==> run_1/floorplan.png <==
Pins as bars on the die edge. Tap cells in grey.
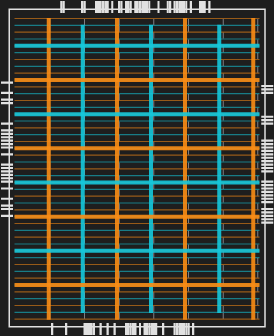
==> run_1/class_map.png <==
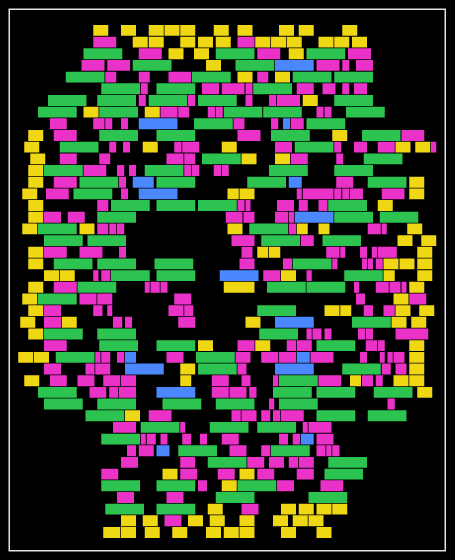
==> run_1/clock_wires.png <==
The bar under the picture is 20 um long.
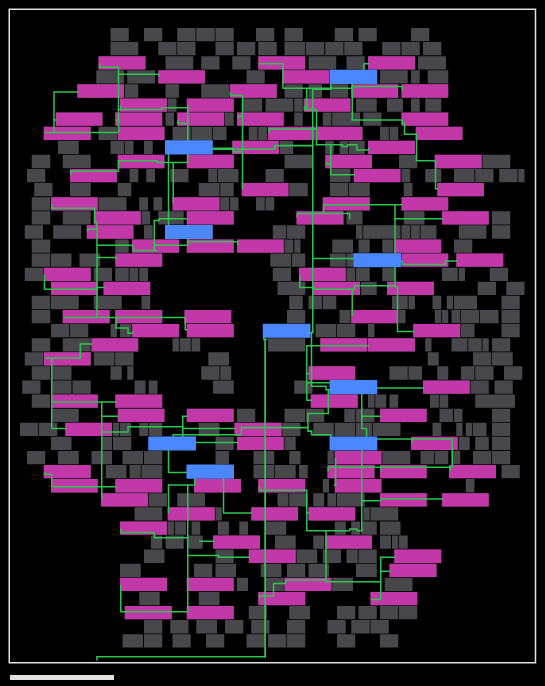
### src/rtl/instr_encoder.sv
// Packs one MIPS instruction description per handshake into a 32-bit word and
// writes it to instruction memory at an auto-incrementing word address.
//
// state | meaning
// IDLE  | waiting for a handshake (in_ready when not full and not clearing)
// ENC   | fields latched; encode into imem_wdata or flag an illegal class
// WRITE | imem_we high; word_count advances at the closing edge
module instr_encoder #(
    parameter int ADDR_WIDTH = 6
) (
    input  logic                  clk,
    input  logic                  rst_n,
    input  logic                  clear,
    input  logic                  in_valid,
    output logic                  in_ready,
    input  logic [2:0]            op_class,
    input  logic [4:0]            rs,
    input  logic [4:0]            rt,
    input  logic [4:0]            rd,
    input  logic [5:0]            funct,
    input  logic [15:0]           imm,
    input  logic [25:0]           target,
    output logic                  imem_we,
    output logic [ADDR_WIDTH-1:0] imem_addr,
    output logic [31:0]           imem_wdata,
    output logic [ADDR_WIDTH:0]   word_count,
    output logic                  full,
    output logic                  err
);

    typedef enum logic [1:0] {IDLE, ENC, WRITE} state_t;

    localparam logic [ADDR_WIDTH:0] WC_ONE = 1;

    state_t                state_q;
    logic [2:0]            op_q;
    logic [4:0]            rs_q, rt_q, rd_q;
    logic [5:0]            funct_q;
    logic [15:0]           imm_q;
    logic [25:0]           target_q;
    logic [31:0]           wdata_q;
    logic [ADDR_WIDTH:0]   wc_q;
    logic                  err_q;
    logic [31:0]           enc_word_d;
    logic                  enc_legal_d;

    always_comb begin
        enc_word_d  = 32'h0;
        enc_legal_d = 1'b1;
        case (op_q)
            3'b000:  enc_word_d = {6'b000000, rs_q, rt_q, rd_q, 5'b00000, funct_q};
            3'b001:  enc_word_d = {6'b100011, rs_q, rt_q, imm_q};
            3'b010:  enc_word_d = {6'b101011, rs_q, rt_q, imm_q};
            3'b011:  enc_word_d = {6'b000100, rs_q, rt_q, imm_q};
            3'b100:  enc_word_d = {6'b001000, rs_q, rt_q, imm_q};
            3'b101:  enc_word_d = {6'b000010, target_q};
            default: enc_legal_d = 1'b0;
        endcase
    end

    // full is the carry bit: the counter saturates at 2^ADDR_WIDTH, never wraps
    assign full       = wc_q[ADDR_WIDTH];
    assign in_ready   = (state_q == IDLE) && !full && !clear;
    assign imem_we    = (state_q == WRITE);
    assign imem_addr  = wc_q[ADDR_WIDTH-1:0];
    assign imem_wdata = wdata_q;
    assign word_count = wc_q;
    assign err        = err_q;

    always_ff @(posedge clk or negedge rst_n) begin
        if (!rst_n) begin
            state_q  <= IDLE;
            op_q     <= 3'b000;
            rs_q     <= 5'd0;
            rt_q     <= 5'd0;
            rd_q     <= 5'd0;
            funct_q  <= 6'd0;
            imm_q    <= 16'd0;
            target_q <= 26'd0;
            wdata_q  <= 32'h0;
            wc_q     <= '0;
            err_q    <= 1'b0;
        end else if (clear) begin
            state_q <= IDLE;
            wc_q    <= '0;
            err_q   <= 1'b0;
        end else begin
            case (state_q)
                IDLE: begin
                    if (in_valid && in_ready) begin
                        op_q     <= op_class;
                        rs_q     <= rs;
                        rt_q     <= rt;
                        rd_q     <= rd;
                        funct_q  <= funct;
                        imm_q    <= imm;
                        target_q <= target;
                        state_q  <= ENC;
                    end
                end
                ENC: begin
                    if (enc_legal_d) begin
                        wdata_q <= enc_word_d;
                        state_q <= WRITE;
                    end else begin
                        err_q   <= 1'b1;
                        state_q <= IDLE;
                    end
                end
                WRITE: begin
                    wc_q    <= wc_q + WC_ONE;
                    state_q <= IDLE;
                end
                default: state_q <= IDLE;
            endcase
        end
    end

endmodule

### config.mk
export PLATFORM = sky130hd
export DESIGN_NAME = instr_encoder
export DESIGN_NICKNAME = d
export VERILOG_FILES = /design/src/rtl/instr_encoder.sv
export SDC_FILE = /design/constraint.sdc
export NUM_CORES = 1
export LEC_CHECK = 0
export CORE_ASPECT_RATIO = 1.25
export CORE_MARGIN = 1.5
export CORE_UTILIZATION = 40
export DETAILED_ROUTE_END_ITERATION = 10
export PLACE_DENSITY = 0.67
export SETUP_SLACK_MARGIN = 0.05
export SLEW_MARGIN = 20
export SYNTH_ARGS = -nofsm -noshare
export SYNTH_HDL_FRONTEND = slang
export SYNTH_SLANG_ARGS = --single-unit
### constraint.sdc
create_clock -name clk -period 4.3 [get_ports clk]
set_clock_uncertainty 0.1 [all_clocks]
set_input_delay 1.29 -clock clk [delete_from_list [all_inputs] [get_ports clk]]
set_output_delay 1.29 -clock clk [all_outputs]
set_load 0.01 [all_outputs]
==> impl_metrics.yaml, run 1 <==
# synthesis and place-and-route metrics
finish:
  buf_share_pct: 19.82
  clock_cell_area_share_pct: 4.508
  comb_cells: 227
  nClkBuffers: 10
  largest_class: "sequential cells"
  final_cell_count_no_fill: 641
  nFillCells: 1024
  nNonClkInverters: 4
route:
  first_iter_violations: 124
  drt_pass1_iterations: 4
  routed_wl_um: 11000
  num_vias: 3282
  wl_per_cell_um: 17.15
  drcViolationCount: 0
floorplan:
  initCoreUtil_pct: 41.34
  die_w_um: 101.2
  tap_cells: 161
  dieArea_um2: 12730
  rows: 44
logic_synthesis:
  yosys.stat.seqShare_pct: 54.98
  ys_chip_area_um2: 4825
  edf_count: 0
  ys_sh_aoi_pct: 10.19
  ys_cells: 372
  logic_family: "multiplexers"
  top_area_share_pct: 54.98
  area_leaders: "dfrtp_1, mux2_2, mux2_4"
  yosysWarnings: 0
  xor_area_share_pct: 0.7261
  async_flop_share_pct: 100.0
  flop_cell: "dfrtp_1"
grt:
  grtUsageTotal_pct: 18.04
  grt_pass1_wl_um: 17820
sta:
  min_period_ns: 4.116
  relSlewSlack_pct: 51.66
  finalWorstSetupSlack_ns: 0.1844
  period_used_pct: 95.71
  fmaxAchievable_mhz: 243.0
  setup_violations: 0
  tns_ns: 0
  hold_viol_final: 0
worst_setup_path:
  crit_path_start: "clear"
  crit_type: "in -> out"
  critPathRequiredTime_ns: 2.91
  cp_data_arrival_time_ns: 2.73
  regToRegSetupSlack_ns: 2.15
  start_kind: "primary input"
  r2r-end: "imem_wdata[3]"
  r2r-start: "op_q[2]"
hold_path:
  hold_path_depth: 1
  hold_path_class: "reg -> reg"
  whs_endpoint: "rd_q[2]"
power_and_ir_drop:
  total_power_mw: 3.224
  leakage_nw: 2.717
  ir_worst_vdd_mv: 0.2124
place:
  gp_congestion: 0.7524
  port_buffers: 117
  place_ws_ns: 0.1826
  placed_cell_area_um2: 6066
flow_run:
  cap_violations: 0
  tool_warnings: 26
clock_tree:
  clkTransAtPathRegs_ns: 0.07
  cts_setup_buffers: 0
  cts_tree: "built"
  cts_hold_buffers: 0
  root_buffer: "clkbuf_16"
  cts_max_level: 3
status:
  status: "finished, final reports clean"
About floorplan.png:
legend:
  VDD:
    colour: cyan
  VSS:
    colour: orange
met4 straps: 7
met5 straps: 8
met1 rails: 45
tap cells: 161
rows: 44

About class_map.png:
legend:
  remaining buffers and delay cells:
    colour: yellow
    cells: 127
    share_of_their_area: 20%
  registers:
    colour: green
    cells: 106
    share_of_their_area: 43%
  clock drivers and dummy loads:
    colour: blue
    cells: 16
    share_of_their_area: 4.7%
  remaining logic cells:
    colour: magenta
    cells: 231
    share_of_their_area: 32%

About clock_wires.png:
legend:
  clock-net drivers:
    colour: blue
    count: 9
  clock wires:
    colour: green
    length: 1230 um
  flip-flops:
    colour: magenta
    count: 106
routed clock nets: 10
flops lie: widely spread

==> run 1: per-stage QoR <==
step	hold WS, ns	utilization [%]
2_1_floorplan	0.3754	-
3_3_place_gp	0.3856	51.96
3_5_place_dp	0.3937	51.97
4_1_cts	0.4089	54.43
5_1_grt	0.4217	54.46
6_report	0.4059	54.46
==> run 1: worst max path at each step <==
| stage | to | slack (ns) |
|---|---|---|
| after CTS | in_ready | 0.17 |
| after floorplan | in_ready | 1.17 |
| after global placement | in_ready | 0.20 |
| after global routing | in_ready | 0.14 |
| after detailed placement | in_ready | 0.18 |
| final | in_ready | 0.18 |
==> run 1: routing by layer <==
layer / track usage, % / vias up / part of all wire (%)
met5: 0 / - / 0
met4: 6.699 / 0 / 1.7
met3: 2.719 / 12 / 2.8
met2: 30.16 / 72 / 51
met1: 23.57 / 1670 / 44
li1: - / 1528 / -
==> run 1: critical path, cell delays in order <==
cell,delay (ns)
clkdlybuf4s50_1,0.47
nor4_4,0.37
clkdlybuf4s50_1,0.59
==> run 1: power by group <==
group | internal (mW) | switching, mW
Combinational | 0.599 | 0.400
Sequential | 1.26 | 0.178
Clock | 0.414 | 0.376
==> run 1: layout by cell type (no fill, tap or decap), drive strengths merged, types with 2 or more instances in the layout <==
cell,count
a21oi,49
a22oi,10
a31oi,11
a32oi,5
buf,11
clkbuf,10
clkdlybuf4s50,116
clkinv,3
dfrtp,106
inv,6
mux2,80
mux2i,11
nand2,17
nand3b,2
nor2,5
nor2b,11
nor3b,2
o21ai,3
o31ai,2
or3,3
or4,2
xnor2,3
==> run 1: registers in the layout, indices dropped and copies added (netlist names) <==
name,count
imem_wdata,30
target_q,26
imm_q,16
word_count,7
funct_q,6
rd_q,5
rs_q,5
rt_q,5
op_q,3
state_q,2
err,1
==> run_1/congestion_map.png <==
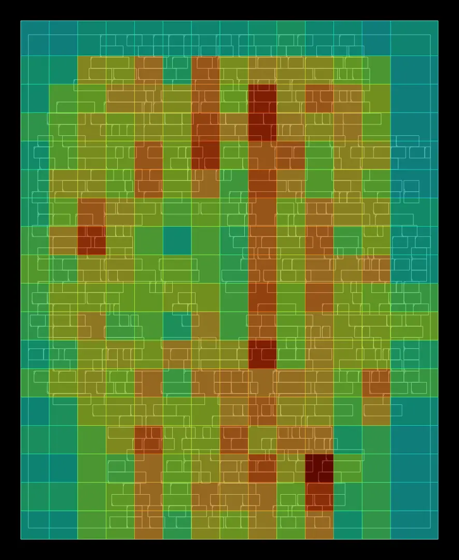

==> inputs of run 2 (changes only) <==
Settings changed: PLACE_DENSITY 0.67 to unset, PLACE_DENSITY_LB_ADDON set to 0.25, SLEW_MARGIN 20 to 15.
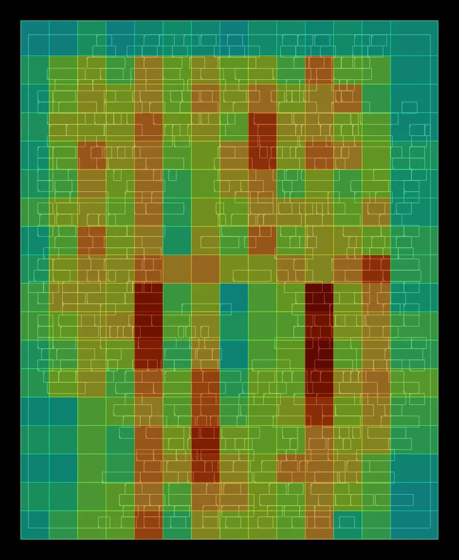
(run_2/congestion_map.png)
met3 Usage GRT: 3.330%
Final Core Density: 54.42%
grt met2 use: 30.44%
GRT Util Overall: 17.68%

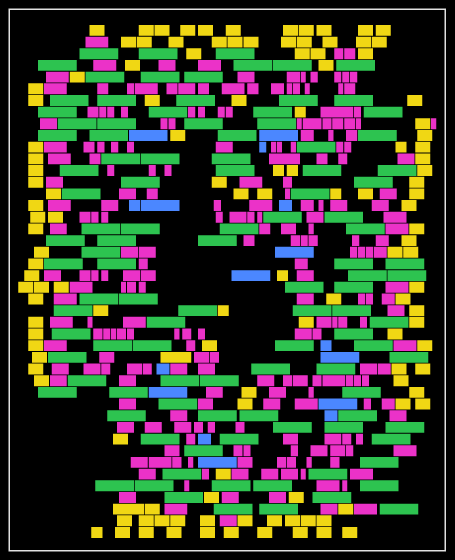
(run_2/class_map.png)
legend:
  registers:
    colour: green
    cells: 106
    share_of_their_area: 43%
  clock drivers and dummy loads:
    colour: blue
    cells: 16
    share_of_their_area: 4.6%
  remaining logic cells:
    colour: magenta
    cells: 231
    share_of_their_area: 32%
  remaining buffers and delay cells:
    colour: yellow
    cells: 126
    share_of_their_area: 21%

==> impl_metrics.yaml, run 2 <==
# synthesis and place-and-route metrics
worst_setup_path:
  max_stage_delay_ns: 0.58
  crit_type: "in -> out"
  cp_data_arrival_time_ns: 2.67
  critPathTopFamily: "buffers and inverters"
  critPathRequiredTime_ns: 2.91
  r2r-end: "imem_wdata[0]"
  cp_slowest_cell: "clkdlybuf4s50_1"
  start_kind: "primary input"
  cp.buffers_inverters: 2
  worstPathCellList: "clkdlybuf4s50_1 > nor4_4 > clkdlybuf4s50_1"
  crit_top_cell: "clkdlybuf4s50_1"
  reg2regPathDepth: 4
  r2r-start: "state_q[0]"
  regToRegSetupSlack_ns: 2.14
route:
  wl_met3_um: 403
  routed_wl_um: 10780
  drt_pass1_iterations: 4
  dr.max_layer_used: "met4"
  drcViolationCount: 0
  wl_met1_um: 4639
  num_vias: 3215
  wl_met2_um: 5514
  wl_per_cell_um: 16.85
  first_iter_violations: 187
logic_synthesis:
  yosys.stat.seqShare_pct: 54.98
  synth.avg_cell_area_um2: 12.97
  flop_cell: "dfrtp_1"
  top_cell: "dfrtp_1"
  yosysWarnings: 0
  ys_cells: 372
  area_leaders: "dfrtp_1, mux2_2, mux2_4"
  top_area_share_pct: 54.98
  edf_count: 0
  syn-cell-area_um2: 4825
  async_flop_share_pct: 100.0
  ys_chip_area_um2: 4825
sta:
  finalWorstSetupSlack_ns: 0.2423
  worst_pin_slew_ns: 0.7240
  relSlewSlack_pct: 51.73
  fmaxAchievable_mhz: 246.4
  period_used_pct: 94.37
  hold_viol_final: 0
  min_period_ns: 4.058
  slew_viol_final: 0
  setup_violations: 0
  tns_ns: 0
  rsz0062_at_grt: "false"
  worst_hold_slack_ns: 0.4029
clock_tree:
  clkTransAtPathRegs_ns: 0.07
  cts_hold_buffers: 0
  cts_tree: "built"
  cts_max_level: 3
  root_buffer: "clkbuf_16"
  cts_setup_buffers: 0
place:
  gp_congestion: 0.7306
  port_buffers: 117
  place_ws_ns: 0.2160
  place_inst: 624
  placed_cell_area_um2: 6070
hold_path:
  hold_path_depth: 1
  whs_endpoint: "funct_q[5]"
  holdCritStartpoint: "funct_q[5]"
  hold_path_class: "reg -> reg"
finish:
  fin_area_um2: 6351
  nets: 545
  final_cell_mix: "clkdlybuf4s50_1, dfrtp_1, mux2_2, a21oi_1, mux2_4"
  nFillCells: 1040
  largest_reg_flops: 30
  layout_top_cell: "clkdlybuf4s50_1"
  final_cell_count_no_fill: 640
power_and_ir_drop:
  ir_worst_vdd_mv: 0.2529
  leakage_nw: 2.707
  total_power_mw: 3.209
  power.density_nw_per_um2: 505.3
floorplan:
  rows: 44
  dieArea_um2: 12730
  die_w_um: 101.2
  initCoreUtil_pct: 41.34
flow_run:
  tool_warnings: 28
  cap_violations: 0
grt:
  grt_pass1_wl_um: 17140
status:
  status: "finished, final reports clean"
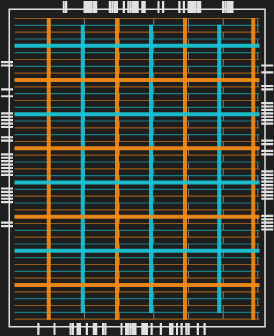
(run_2/floorplan.png)
Pins as bars on the die edge. Tap cells in grey.
legend:
  VSS:
    colour: orange
  VDD:
    colour: cyan
met1 rails: 45
met4 straps: 7
signal pins: 119
tap cells: 161
rows: 44

## run 2: cell counts after synthesis
No cell type changed its count.
## run 2: how the worst max path moves through the flow
stage | start | end | slack (ns) | cells past startpoint
floorplan | clear | in_ready | 1.17 | 2
global placement | clear | in_ready | 0.22 | 3
detailed placement | clear | in_ready | 0.22 | 3
CTS | clear | in_ready | 0.22 | 3
global route | clear | in_ready | 0.16 | 3
finish | clear | in_ready | 0.24 | 3
## run 2: final cells by class
cell class | count | share of cell area, %
clock buffer | 9 | 3.546
sequential | 106 | 41.77
tap | 161 | 3.172
clock inverter | 7 | 0.8668
timing repair buffer | 126 | 19.86
inverter | 4 | 0.2364
multi-input combinational | 227 | 30.56
## run 2: kinds of logic after synthesis
family                     count (synthesis)  share of synthesized area (%)
xor gates and xnor gates                   4                         0.7263
adders and majority gates                  1                         0.2593
AOI/OAI and AO/OA                         82                          10.19
DFF                                      106                          54.98
muxes                                     91                          23.21
buffers and inverters                     39                          4.979
other                                      1                        0.07773
and+or+nand+nor                           48                          5.576
## run 2: power by group
group / total (mW) / internal [mW] / switching [mW]
logic: 1.00 / 0.600 / 0.403
registers: 1.43 / 1.26 / 0.175
clock network: 0.774 / 0.397 / 0.377
## run 2: per-layer routing
layer	vias to the layer above	GRT usage [%]
li1	1519	-
met2	75	30.44
met3	13	3.330
met4	0	7.026
met5	-	0
met1	1608	21.64
## run 2: worst register-to-register path, cell delays in order (launching register included)
cell and delay [ns]:
dfrtp_1 0.43, buf_4 0.37, and2_1 0.66, buf_4 0.36, a31oi_1 0.12
Power and IR drop assume default switching activity.
